`config.mk`:
```
export PLATFORM = sky130hd
export DESIGN_NAME = disp_scan_ctrl_flat
export DESIGN_NICKNAME = d
export VERILOG_FILES = /design/src/rtl/disp_scan_if.sv /design/src/rtl/disp_scan_ctrl.sv /design/src/flat_wrapper.sv
export SDC_FILE = /design/constraint.sdc
export NUM_CORES = 1
export LEC_CHECK = 0
export ABC_AREA = 1
export ABC_CLOCK_PERIOD_IN_PS = 4900
export CAP_MARGIN = 10
export CORE_ASPECT_RATIO = 0.7
export CORE_MARGIN = 2
export CORE_UTILIZATION = 30
export CTS_BUF_LIST = sky130_fd_sc_hd__clkbuf_8
export CTS_CLUSTER_DIAMETER = 150
export CTS_CLUSTER_SIZE = 40
export DETAILED_ROUTE_END_ITERATION = 16
export PLACE_DENSITY_LB_ADDON = 0.12
export SETUP_SLACK_MARGIN = 0.5
export SLEW_MARGIN = 20
export SYNTH_ARGS = -nofsm -noshare
export SYNTH_HDL_FRONTEND = slang
export SYNTH_SLANG_ARGS = --single-unit
```
`constraint.sdc`:
```
create_clock -name clk -period 4.9 [get_ports clk]
set_clock_uncertainty 0.15 [all_clocks]
set_input_delay 0.98 -clock clk [delete_from_list [all_inputs] [get_ports clk]]
set_output_delay 0.98 -clock clk [all_outputs]
set_load 0.1 [all_outputs]
```
`src/rtl/disp_scan_if.sv`:
```
// disp_scan_if: register inputs, scan controls and segment/strobe outputs of the display scanner
interface disp_scan_if;
  logic [15:0] reg_0, reg_1, reg_2, reg_3, reg_4, reg_5, reg_6, reg_7;
  logic        mode;
  logic [1:0]  man_bank;
  logic        hold;
  logic [7:0]  disp_1, disp_2, disp_3, disp_4, disp_5, disp_6, disp_7, disp_8;
  logic [3:0]  selecter;
  logic [1:0]  bank;
  modport master (
    output reg_0, reg_1, reg_2, reg_3, reg_4, reg_5, reg_6, reg_7, mode, man_bank, hold,
    input  disp_1, disp_2, disp_3, disp_4, disp_5, disp_6, disp_7, disp_8, selecter, bank
  );
  modport slave (
    input  reg_0, reg_1, reg_2, reg_3, reg_4, reg_5, reg_6, reg_7, mode, man_bank, hold,
    output disp_1, disp_2, disp_3, disp_4, disp_5, disp_6, disp_7, disp_8, selecter, bank
  );
endinterface

```
`src/rtl/disp_scan_ctrl.sv`:
```
// disp_scan_ctrl: round-robin/manual bank scanner that snapshots two registers per bank onto eight 7-seg digits
module disp_scan_ctrl #(
  parameter int TICK_DIV  = 166667,
  parameter int BLANK_CYC = 4
) (
  input  logic clk,
  input  logic rst,
  disp_scan_if.slave io
);
  localparam int PW = $clog2(TICK_DIV);
  localparam int BW = $clog2(BLANK_CYC) + 1;
  localparam logic [PW-1:0] PRE_END = PW'(TICK_DIV - 1);
  localparam logic [BW-1:0] BLK_END = BW'(BLANK_CYC - 1);
  localparam logic [0:0] SHOW = 1'b0, BLANK = 1'b1;
  localparam logic [15:0][7:0] SEG = {
    8'h8E, 8'h9E, 8'h7A, 8'h1A, 8'h3E, 8'hEE, 8'hF6, 8'hFE,
    8'hE0, 8'hBE, 8'hB6, 8'h66, 8'hF2, 8'hDA, 8'h60, 8'hFC
  };
  logic [0:0]      state_q, state_d;
  logic [PW-1:0]   pre_q, pre_d;
  logic [BW-1:0]   blk_q, blk_d;
  logic [1:0]      bank_q, bank_d, nb;
  logic [3:0]      sel_q, sel_d;
  logic [7:0][7:0] disp_q, disp_d;
  logic [15:0]     hi, lo;
  assign nb = io.mode ? io.man_bank : bank_q + 2'd1;
  assign hi = nb == 2'd0 ? io.reg_0 : nb == 2'd1 ? io.reg_2 : nb == 2'd2 ? io.reg_4 : io.reg_6;
  assign lo = nb == 2'd0 ? io.reg_1 : nb == 2'd1 ? io.reg_3 : nb == 2'd2 ? io.reg_5 : io.reg_7;
  always_comb begin
    state_d = state_q;
    pre_d   = pre_q;
    blk_d   = blk_q;
    bank_d  = bank_q;
    sel_d   = sel_q;
    disp_d  = disp_q;
    if (state_q == SHOW) begin
      if (!io.hold) begin
        pre_d = pre_q == PRE_END ? '0 : pre_q + 1'b1;
        if (pre_q == PRE_END) begin
          state_d = BLANK;
          sel_d   = '0;
          disp_d  = '0;
        end
      end
    end else begin
      blk_d = blk_q == BLK_END ? '0 : blk_q + 1'b1;
      // mode/man_bank and the live registers are only looked at here, giving a tear-free snapshot
      if (blk_q == BLK_END) begin
        state_d = SHOW;
        bank_d  = nb;
        sel_d   = 4'b1000 >> nb;
        for (int i = 0; i < 4; i++) begin
          disp_d[i]   = SEG[hi[15-4*i -: 4]];
          disp_d[i+4] = SEG[lo[15-4*i -: 4]];
        end
      end
    end
  end
  always_ff @(posedge clk) begin
    if (rst) begin
      state_q <= BLANK;
      pre_q   <= '0;
      blk_q   <= '0;
      bank_q  <= 2'd3;
      sel_q   <= '0;
      disp_q  <= '0;
    end else begin
      state_q <= state_d;
      pre_q   <= pre_d;
      blk_q   <= blk_d;
      bank_q  <= bank_d;
      sel_q   <= sel_d;
      disp_q  <= disp_d;
    end
  end
  assign io.selecter = sel_q;
  assign io.bank     = bank_q;
  assign io.disp_1   = disp_q[0];
  assign io.disp_2   = disp_q[1];
  assign io.disp_3   = disp_q[2];
  assign io.disp_4   = disp_q[3];
  assign io.disp_5   = disp_q[4];
  assign io.disp_6   = disp_q[5];
  assign io.disp_7   = disp_q[6];
  assign io.disp_8   = disp_q[7];
endmodule

```
`src/flat_wrapper.sv`:
```
// flat-port wrapper written by rule: the top's interface ports become plain ports
module disp_scan_ctrl_flat 
#(
  parameter int TICK_DIV  = 166667,
  parameter int BLANK_CYC = 4
)
  (clk, rst, io_reg_0, io_reg_1, io_reg_2, io_reg_3, io_reg_4, io_reg_5, io_reg_6, io_reg_7, io_mode, io_man_bank, io_hold, io_disp_1, io_disp_2, io_disp_3, io_disp_4, io_disp_5, io_disp_6, io_disp_7, io_disp_8, io_selecter, io_bank);
  disp_scan_if io_i ();
  input  logic clk;
  input  logic rst;
  input wire logic [$bits(io_i.reg_0)-1:0] io_reg_0;
  input wire logic [$bits(io_i.reg_1)-1:0] io_reg_1;
  input wire logic [$bits(io_i.reg_2)-1:0] io_reg_2;
  input wire logic [$bits(io_i.reg_3)-1:0] io_reg_3;
  input wire logic [$bits(io_i.reg_4)-1:0] io_reg_4;
  input wire logic [$bits(io_i.reg_5)-1:0] io_reg_5;
  input wire logic [$bits(io_i.reg_6)-1:0] io_reg_6;
  input wire logic [$bits(io_i.reg_7)-1:0] io_reg_7;
  input wire logic [$bits(io_i.mode)-1:0] io_mode;
  input wire logic [$bits(io_i.man_bank)-1:0] io_man_bank;
  input wire logic [$bits(io_i.hold)-1:0] io_hold;
  output wire logic [$bits(io_i.disp_1)-1:0] io_disp_1;
  output wire logic [$bits(io_i.disp_2)-1:0] io_disp_2;
  output wire logic [$bits(io_i.disp_3)-1:0] io_disp_3;
  output wire logic [$bits(io_i.disp_4)-1:0] io_disp_4;
  output wire logic [$bits(io_i.disp_5)-1:0] io_disp_5;
  output wire logic [$bits(io_i.disp_6)-1:0] io_disp_6;
  output wire logic [$bits(io_i.disp_7)-1:0] io_disp_7;
  output wire logic [$bits(io_i.disp_8)-1:0] io_disp_8;
  output wire logic [$bits(io_i.selecter)-1:0] io_selecter;
  output wire logic [$bits(io_i.bank)-1:0] io_bank;
  assign io_i.reg_0 = io_reg_0;
  assign io_i.reg_1 = io_reg_1;
  assign io_i.reg_2 = io_reg_2;
  assign io_i.reg_3 = io_reg_3;
  assign io_i.reg_4 = io_reg_4;
  assign io_i.reg_5 = io_reg_5;
  assign io_i.reg_6 = io_reg_6;
  assign io_i.reg_7 = io_reg_7;
  assign io_i.mode = io_mode;
  assign io_i.man_bank = io_man_bank;
  assign io_i.hold = io_hold;
  assign io_disp_1 = io_i.disp_1;
  assign io_disp_2 = io_i.disp_2;
  assign io_disp_3 = io_i.disp_3;
  assign io_disp_4 = io_i.disp_4;
  assign io_disp_5 = io_i.disp_5;
  assign io_disp_6 = io_i.disp_6;
  assign io_disp_7 = io_i.disp_7;
  assign io_disp_8 = io_i.disp_8;
  assign io_selecter = io_i.selecter;
  assign io_bank = io_i.bank;
  disp_scan_ctrl #(.TICK_DIV(TICK_DIV), .BLANK_CYC(BLANK_CYC)) u_core (.clk(clk), .rst(rst), .io(io_i));
endmodule
```
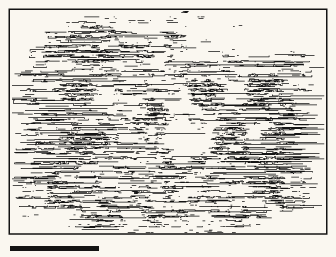
**Above:** run 1 (metal 1).
The bar under the picture is 50 um long.
nets with wire on the layer	1,207
share of all routed wire	50%
wire length on this layer	11,000 um
met1 Usage GRT: 0.2833
Routed WL: 21,950 um
via count: 7,092

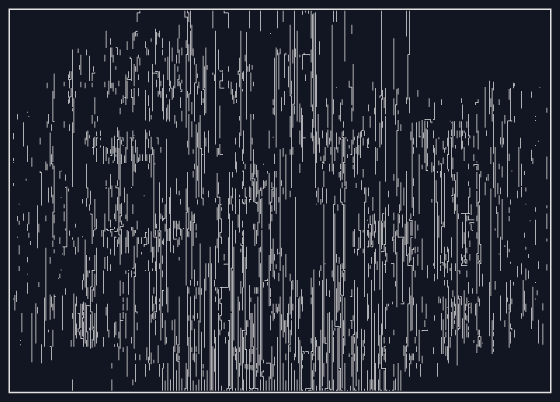
**Above:** run 1 (met2 routing).
wire length on this layer	9,090 um
main direction	vertical
longest straight run	57.5 um
nets with wire on the layer	1,026
share of all routed wire	41%

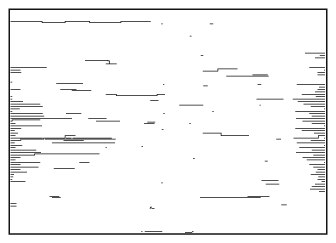
**Above:** run 1 (metal 3).
share of all routed wire	6.3%
nets with wire on the layer	135
met3 GRT Util: 0.05444

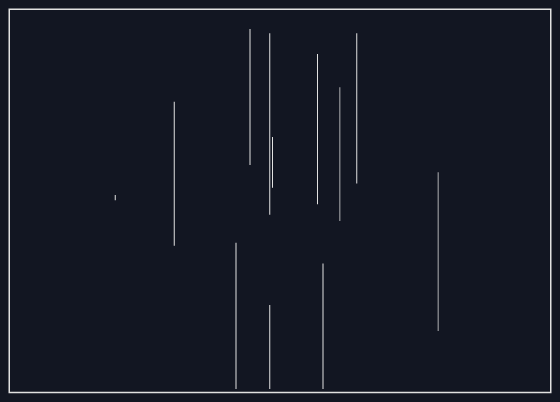
**Above:** run 1 (metal 4).
share of all routed wire	2.2%
longest straight run	59.2 um

==> results_dict.tcl, run 1 <==
# yosys + openroad results
set metrics [dict create \
    status "finished clean" \
    edf_count 0 \
    warnings 46 \
    hold_path.class "reg -> reg" \
    hold_depth 2 \
    top_register "u_core.pre_q" \
    ys_cells 1047 \
    cp-start-kind "input port" \
    slew_violations 0 \
    ys_seq_share 0.2677 \
    flop_cell "dfxtp_1" \
    finalNetCount 1384 \
    n_antenna_cell 0 \
    fin_crit_ps 3532 \
    tightest_slew_ps 1033 \
    die-width_um 176.9 \
    htreeDepth 3 \
    io_pins 204 \
    min_period_over_period 0.7208 \
    fmax_ghz 0.2831 \
    whs_ps 318.5 \
    drtIter0Drc 458 \
    cts_tree "yes" \
    antenna_found_initial 1 \
    slew-limit-headroom 0.3090 \
    wl_met3_um 1392 \
    finalSetupViolCount 0 \
    io_buffers 195 \
    busiest_layer "met2" \
    drtPass1Iterations 5 \
    max-vdd-ir-drop_mv 0.1538 \
    cts_sinks 84 \
    dp_hpwl_um 16410 \
    grt_max_degree 72 \
    stdcell_count 1501 \
]
run 1: logic make-up (layout without fill, tap and decap cells):
| kind of cell | after synthesis | count (layout) | synth area share |
|---|---|---|---|
| xor+xnor | 3 | 3 | 0.004184 |
| buf+inv | 143 | 314 | 0.1000 |
| simple gates | 668 | 668 | 0.4675 |
| flops | 84 | 84 | 0.2677 |
| other cells | 1 | 8 | 0.0005970 |
| fa+ha+maj | 30 | 30 | 0.05976 |
| compound gates | 118 | 118 | 0.1002 |
run 1: cell usage in the layout (no fill, tap or decap), drive strengths merged, types with 4 or more instances in the layout:
master | Yosys | layout
a21boi | 4 | 4
a21oi | 70 | 70
buf | 27 | 8
clkbuf | 20 | 9
clkdlybuf4s50 | 0 | 194
conb | 1 | 8
dfxtp | 84 | 84
ha | 30 | 30
inv | 96 | 100
nand2 | 311 | 311
nand3 | 169 | 169
nand3b | 4 | 4
nand4 | 6 | 6
nor2 | 158 | 158
nor3 | 5 | 5
o21ai | 37 | 37
or2 | 10 | 10
run 1: stage by stage:
| stage | area [um^2] | utilization |
|---|---|---|
| 3_5_place_dp | 8407 | 0.4072 |
| 5_1_grt | 8636 | 0.4183 |
| 3_3_place_gp | 8407 | 0.4072 |
| 2_1_floorplan | 6307 | - |
| 4_1_cts | 8636 | 0.4183 |
| 6_report | 8636 | 0.4183 |
run 1: cells in the mapped netlist (12+ instances only):
library cell | n | area [um^2]
o21ai_0 | 33 | 165.2
clkbuf_1 | 20 | 75.07
a21oi_1 | 68 | 340.3
nor2_1 | 148 | 555.5
inv_2 | 16 | 60.06
dfxtp_1 | 84 | 1682
nand3_1 | 165 | 825.8
buf_4 | 12 | 90.09
nand2_2 | 24 | 150.1
inv_1 | 79 | 296.5
nand2_1 | 285 | 1070
ha_1 | 30 | 375.4
run 1: critical path: stages:
cell,delay (ps)
clkdlybuf4s50_1,510
inv_2,70
or2_4,250
nand2_2,80
nand2_2,360
nand3_1,230
nand2_1,70
o21ai_1,240
inv_1,180
ha_1,320
nor2_1,100
nand2_1,50
nand3_1,90
a21oi_1,70
run 1: area by class of cell:
type	instances	area, um^2	share of cell area
Clock buffer	9	123.9	0.01434
Clock inverter	7	105.1	0.01217
Inverter	96	362.8	0.04202
Multi-Input combinational cell	827	4005	0.4638
Sequential cell	84	1682	0.1947
Tap cell	276	345.3	0.03999
Timing Repair Buffer	202	2012	0.2330
run 1: worst paths after layout:
| path | from | endpoint | slack (ps) |
|---|---|---|---|
| max | io_mode | u_core.io.disp_8[6]$_SDFFE_PP0P_ | 1370 |
| min reg2reg | u_core.io.disp_6[7]$_SDFFE_PP0P_ | u_core.io.disp_6[7]$_SDFFE_PP0P_ | 320 |
| min | u_core.io.disp_6[7]$_SDFFE_PP0P_ | u_core.io.disp_6[7]$_SDFFE_PP0P_ | 320 |
| max reg2reg | u_core.blk_q[0]$_SDFFE_PP0P_ | u_core.io.disp_7[2]$_SDFFE_PP0P_ | 1940 |
run 1: where the power goes:
part           switching, mW  internal [mW]
clock network          0.300          0.296
logic                   1.07          0.444
registers             0.0426          0.744
total                   1.41           1.48
--- run 2 (diff from run 1) ---
--- a/config.mk
+++ b/config.mk
@@ -6,7 +6,7 @@
 export NUM_CORES = 1
 export LEC_CHECK = 0
 export ABC_AREA = 1
-export ABC_CLOCK_PERIOD_IN_PS = 4900
+export ABC_CLOCK_PERIOD_IN_PS = 2920
 export CAP_MARGIN = 10
 export CORE_ASPECT_RATIO = 0.7
 export CORE_MARGIN = 2
==> constraint.sdc (replaced) <==
create_clock -name clk -period 2.92 [get_ports clk]
set_clock_uncertainty 0.15 [all_clocks]
set_input_delay 0.584 -clock clk [delete_from_list [all_inputs] [get_ports clk]]
set_output_delay 0.584 -clock clk [all_outputs]
set_load 0.1 [all_outputs]
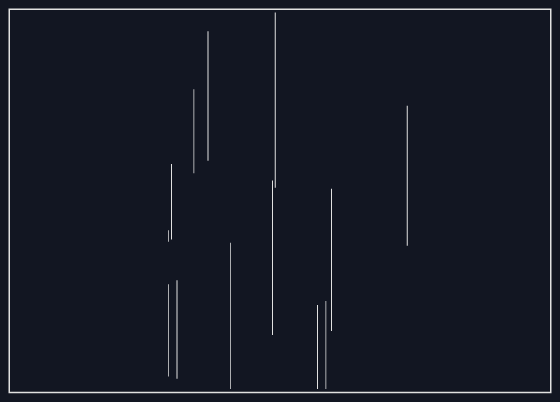
**Above:** run 2 (metal 4).
longest straight run	57.1 um
share of all routed wire	1.9%
wire length on this layer	462 um
nets with wire on the layer	12
main direction	vertical
Routed WL: 23,960 um
via count: 7,713

==> results_dict.tcl, run 2 <==
# yosys + openroad results
set metrics [dict create \
    drtIter0Drc 542 \
    logic_area_mm2 0.004758 \
    most_common_cell "nand2_1" \
    crit_chain "dlygate4sd2_1 -> or2_4 -> nand3_4 -> buf_8 -> nand2_2 -> nand3_2 -> nand2_1 -> nand2_2 -> inv_2 -> ha_4 -> a21oi_4 -> nand3_1 -> nand2_1 -> nor2_1 -> nor2_1 -> nor2_1" \
    top_register "u_core.pre_q" \
    finalSetupViolCount 0 \
    status "finished clean" \
    cp-start-kind "input port" \
    crit_top_cell "nor2_1" \
    fin_crit_ps 2353 \
    tightest_slew_ps 835.4 \
    flop_cell "dfxtp_1" \
    synth.area.top_cells "dfxtp_1 27%, nand2_1 17%, nand3_1 13%" \
    hold_path.class "reg -> reg" \
    top_area_frac 0.2677 \
    grt_max_degree 72 \
    slew-limit-headroom 0.4431 \
    warnings 47 \
    edf_count 0 \
    slew_violations 0 \
    ys_seq_share 0.2677 \
    max-vdd-ir-drop_mv 0.2596 \
    antenna_found_initial 1 \
    drtPass1Iterations 5 \
    die-width_um 176.9 \
    largest_reg_flops 18 \
    yosys-top-cells-count "285 x nand2_1, 165 x nand3_1, 148 x nor2_1" \
    slowest_stage "or2_4" \
    whs_ps 314.2 \
    io_buffers 195 \
    slowest_delay_ps 260 \
    io_pins 204 \
    lay_top_cells "247 x nand2_1, 158 x buf_4, 141 x nand3_1, 129 x clkdlybuf4s50_1, 123 x nor2_1" \
    finalNetCount 1502 \
    cts_tree "yes" \
    htreeDepth 3 \
    dp_hpwl_um 17480 \
    cts_sinks 84 \
    min_period_over_period 0.8057 \
    lay_top_count "nand2_1" \
]
run 2: power breakdown:
part           internal [mW]  total [mW]  switching (mW)
Combinational           1.26        3.39            2.12
Sequential              1.25        1.32          0.0750
Clock                  0.400       0.888           0.488
Total                   2.91        5.60            2.69
run 2: area by class of cell:
class | count | share of cell area
well taps | 276 | 0.03339
clock buffers | 9 | 0.01198
diodes | 1 | 0.0002420
clock inverters | 7 | 0.007138
multi-input cells | 828 | 0.4601
inverters | 96 | 0.03629
flip-flops and latches | 84 | 0.1633
repair buffers | 319 | 0.2876
run 2: logic make-up after synthesis:
| logic type | count (synthesis) | share of synthesized area |
|---|---|---|
| compound gates | 118 | 0.1002 |
| xor+xnor | 3 | 0.004184 |
| fa+ha+maj | 30 | 0.05976 |
| buf+inv | 143 | 0.1000 |
| flops | 84 | 0.2677 |
| other cells | 1 | 0.0005970 |
| simple gates | 668 | 0.4675 |
run 2: final timing paths:
path | slack, ps | cells after the start | endpoint | start
setup / recovery | 570 | 16 | u_core.io.disp_1[4]$_SDFFE_PP0P_ | io_man_bank[1]
hold / removal | 310 | 2 | u_core.io.selecter[2]$_SDFFE_PP0P_ | u_core.io.selecter[2]$_SDFFE_PP0P_
setup reg to reg | 570 | 19 | u_core.io.disp_1[4]$_SDFFE_PP0P_ | u_core.io.bank[0]$_SDFFE_PP1P_
hold reg to reg | 310 | 2 | u_core.io.selecter[2]$_SDFFE_PP0P_ | u_core.io.selecter[2]$_SDFFE_PP0P_
run 2: routing by layer:
layer / GRT usage / up-vias / share of wire
li1: - / 3951 / -
met1: 0.2883 / 3523 / 0.48
met2: 0.3296 / 211 / 0.45
met3: 0.04410 / 28 / 0.052
met4: 0.06125 / 0 / 0.019
met5: 0 / - / 0
run 2: per-stage QoR:
stage | setup TNS, ps | instance area [um^2] | utilization | cells
global placement | -5090 | 9014 | 0.4366 | 1575
finish | 0 | 10340 | 0.5010 | 1620
detailed placement | -6520 | 9014 | 0.4366 | 1575
floorplan | 0 | 6320 | - | 1054
CTS | 0 | 9643 | 0.4671 | 1610
global route | 0 | 10340 | 0.5010 | 1620
run 2: what timing repair did:
item / in CTS / in global routing
setup endpoints to repair: 56 / 57
hold buffers: 0 / 0
buffers inserted: 15 / 8
pin swaps: 27 / 71
resized: 58 / 166
cloned: 4 / 1
run 2: critical path: cells and delay by family:
family	cells	cell delay (ps)
simple gates	11	1080
buf+inv	3	490
fa+ha+maj	1	170
compound gates	1	130
Power figures rest on the tool's default switching activity, not on a simulated workload.
